$ cat src/rtl/tictactoe_pkg.sv
// Shared tic-tac-toe definitions: player encoding, board size, move FSM states
// and the eight winning cell triples (row-major cell numbering 0..8).
package tictactoe_pkg;

    localparam logic        PLAYER_X  = 1'b0;
    localparam logic        PLAYER_O  = 1'b1;
    localparam int unsigned NUM_CELLS = 9;
    localparam int unsigned NUM_LINES = 8;

    typedef enum logic [1:0] {
        PLAY,
        CHECK,
        OVER
    } state_t;

    // Rows, columns, then the two diagonals.
    localparam logic [3:0] WIN_LINES [NUM_LINES][3] = '{
        '{4'd0, 4'd1, 4'd2},
        '{4'd3, 4'd4, 4'd5},
        '{4'd6, 4'd7, 4'd8},
        '{4'd0, 4'd3, 4'd6},
        '{4'd1, 4'd4, 4'd7},
        '{4'd2, 4'd5, 4'd8},
        '{4'd0, 4'd4, 4'd8},
        '{4'd2, 4'd4, 4'd6}
    };

endpackage

$ cat src/rtl/board_move_register_line_win_detector.sv
// Combinational three-in-a-row detector over the registered board; reports the
// first complete single-owner line found.
module line_win_detector
    import tictactoe_pkg::*;
(
    input  logic [8:0] marked,
    input  logic [8:0] owner,
    output logic       win,
    output logic       win_player
);

    always_comb begin
        win        = 1'b0;
        win_player = PLAYER_X;
        for (int unsigned i = 0; i < NUM_LINES; i++) begin
            if (!win &&
                marked[WIN_LINES[i][0]] && marked[WIN_LINES[i][1]] && marked[WIN_LINES[i][2]] &&
                (owner[WIN_LINES[i][0]] == owner[WIN_LINES[i][1]]) &&
                (owner[WIN_LINES[i][1]] == owner[WIN_LINES[i][2]])) begin
                win        = 1'b1;
                win_player = owner[WIN_LINES[i][0]];
            end
        end
    end

endmodule

$ cat src/rtl/board_move_register.sv
// Move acceptance and board storage feeding the players-error checker; judges
// win/draw one cycle after each commit and freezes the board when the game ends.
module board_move_register
    import tictactoe_pkg::*;
#(
    parameter logic FIRST_PLAYER = 1'b0,
    parameter bit   ENFORCE_TURN = 1'b0
) (
    input  logic       clk,
    input  logic       rst,
    input  logic       clear,
    input  logic       move_valid,
    input  logic       move_player,
    input  logic [3:0] move_cell,
    output logic       move_ready,
    output logic       move_ack,
    output logic       move_err,
    output logic [8:0] marked,
    output logic [8:0] owner,
    output logic       player,
    output logic       update,
    output logic       game_over,
    output logic       winner_valid,
    output logic       winner
);

    state_t      state;
    logic        line_win;
    logic        line_player;
    logic [15:0] marked_ext;
    logic [8:0]  cell_onehot;
    logic        cell_illegal;
    logic        cell_taken;
    logic        turn_violation;
    logic        reject;

    line_win_detector u_lines (
        .marked     (marked),
        .owner      (owner),
        .win        (line_win),
        .win_player (line_player)
    );

    // Zero-extended view keeps the occupancy lookup in range for cells 9..15.
    assign marked_ext     = {7'd0, marked};
    assign cell_onehot    = 9'd1 << move_cell;
    assign cell_illegal   = (move_cell > 4'd8);
    assign cell_taken     = marked_ext[move_cell];
    assign turn_violation = ENFORCE_TURN && (move_player == player) && (marked != '0);
    assign reject         = cell_illegal || cell_taken || turn_violation;

    assign move_ready = (state == PLAY);

    always_ff @(posedge clk) begin
        if (rst || clear) begin
            state        <= PLAY;
            marked       <= '0;
            owner        <= '0;
            player       <= FIRST_PLAYER;
            update       <= 1'b0;
            move_ack     <= 1'b0;
            move_err     <= 1'b0;
            game_over    <= 1'b0;
            winner_valid <= 1'b0;
            winner       <= 1'b0;
        end else begin
            move_ack <= 1'b0;
            move_err <= 1'b0;
            case (state)
                PLAY: begin
                    if (move_valid) begin
                        if (reject) begin
                            move_err <= 1'b1;
                        end else begin
                            marked   <= marked | cell_onehot;
                            owner    <= move_player ? (owner | cell_onehot) : (owner & ~cell_onehot);
                            player   <= move_player;
                            update   <= ~update;
                            move_ack <= 1'b1;
                            state    <= CHECK;
                        end
                    end
                end
                CHECK: begin
                    // A line completed on the ninth move outranks the draw.
                    if (line_win) begin
                        game_over    <= 1'b1;
                        winner_valid <= 1'b1;
                        winner       <= line_player;
                        state        <= OVER;
                    end else if (marked == 9'h1FF) begin
                        game_over <= 1'b1;
                        state     <= OVER;
                    end else begin
                        state <= PLAY;
                    end
                end
                OVER: begin
                    if (move_valid) begin
                        move_err <= 1'b1;
                    end
                end
                default: state <= PLAY;
            endcase
        end
    end

endmodule

$ cat config.mk
export PLATFORM = sky130hd
export DESIGN_NAME = board_move_register
export DESIGN_NICKNAME = d
export VERILOG_FILES = /design/src/rtl/tictactoe_pkg.sv /design/src/rtl/board_move_register_line_win_detector.sv /design/src/rtl/board_move_register.sv
export SDC_FILE = /design/constraint.sdc
export NUM_CORES = 1
export LEC_CHECK = 0
export CORE_MARGIN = 10
export CORE_UTILIZATION = 45
export CTS_CLUSTER_DIAMETER = 50
export CTS_CLUSTER_SIZE = 20
export DETAILED_ROUTE_END_ITERATION = 8
export GPL_ROUTABILITY_DRIVEN = 0
export PLACE_DENSITY = 0.71
export SKIP_LAST_GASP = 1
export SYNTH_ARGS = -nofsm -noshare
export SYNTH_HDL_FRONTEND = slang
export SYNTH_SLANG_ARGS = --single-unit
export TNS_END_PERCENT = 5
$ cat constraint.sdc
create_clock -name clk -period 1.57 [get_ports clk]
set_input_delay 0.157 -clock clk [delete_from_list [all_inputs] [get_ports clk]]
set_output_delay 0.157 -clock clk [all_outputs]
set_load 0.01 [all_outputs]
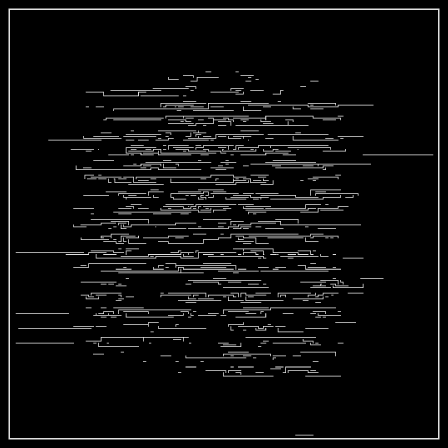
*Metal 1*
longest straight run: 22.1 um
main direction: horizontal
wire length on this layer: 2060 um
nets with wire on the layer: 233
share of all routed wire: 42%
Post-Route WL: 4900 um
routed via count: 1636
met1 Usage GRT: 17.8%

==> results.toml <==
# yosys + openroad results
[worst_setup_path]
r2r_setup_slack_ns = -0.08
reg2reg_depth = 5
cp-start-kind = "flop"
cp_max_fo = 4
crit_buf_inv = 0

[layout]
finalInstanceArea_mm2 = 0.00230
buffer_area_share_pct = 25.9
comb_area_share_pct = 45.3
buffers = 68
clkbuf_count = 4

[cts]
postCtsHoldBufs = 0
cts_setup_buffers = 0
clk_latency_ns = 0.34
clock_path_buffers = 2
clk_pin_slew_ns = 0.17

[placement]
port_buffers = 34
dp_hpwl_um = 3690

[final_timing]
fin_setup_tns_ns = -0.729
setup_viol = 19
tightest_slew_ns = 0.431
skew_ns = 0.00925
worst_slack_ns = -0.0833
rsz0062_at_grt = "true"
max_slew_margin_pct = 71.2

[die]
fp.dieH_um = 78.9
die_x_um = 78.9

[synth]
top_area_cell = "dfxtp_1"
synthArstFlopShare_pct = 0
ys_types = 46
syn_inst = 179

[outcome]
violations = "negative setup slack"
status = "finished, violations left"

[pwr]
switching_power_mw = 0.327
combinationalPowerShare_pct = 14.9
power_mw = 1.20
seq_power_mw = 0.690

[drt]
drt-initial-drc-count = 108
wl_met1_um = 2060

[global_route]
grt_start_max_net_pins = 20
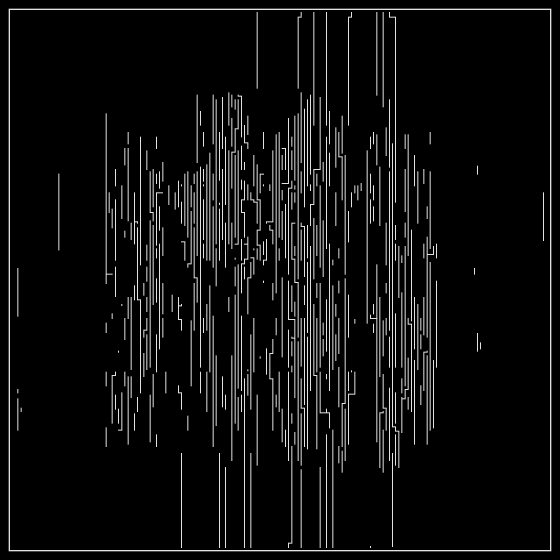
*Metal 2*
share of all routed wire: 52%
main direction: vertical
nets with wire on the layer: 225
GR Util met2: 26.2%

-- kinds of logic (layout without fill, tap and decap cells) --
| logic type | after synthesis | after routing | synth area share [%] |
|---|---|---|---|
| AND-OR/OR-AND | 33 | 33 | 15.1 |
| buffers and inverters | 12 | 74 | 4.89 |
| flip-flops | 27 | 27 | 34.6 |
| multiplexers | 16 | 16 | 10.3 |
| AND/OR/NAND/NOR | 91 | 91 | 35.2 |
-- layout by cell type (no fill, tap or decap), types with 6 or more instances in the layout --
cell / n
nor3_1: 6
buf_4: 34
dfxtp_1: 17
clkdlybuf4s50_1: 32
nand2_1: 8
dfxtp_4: 7
nand3_1: 10
a21oi_1: 10
and3_1: 6
nor2_1: 26
nor2b_1: 6
mux2i_1: 14
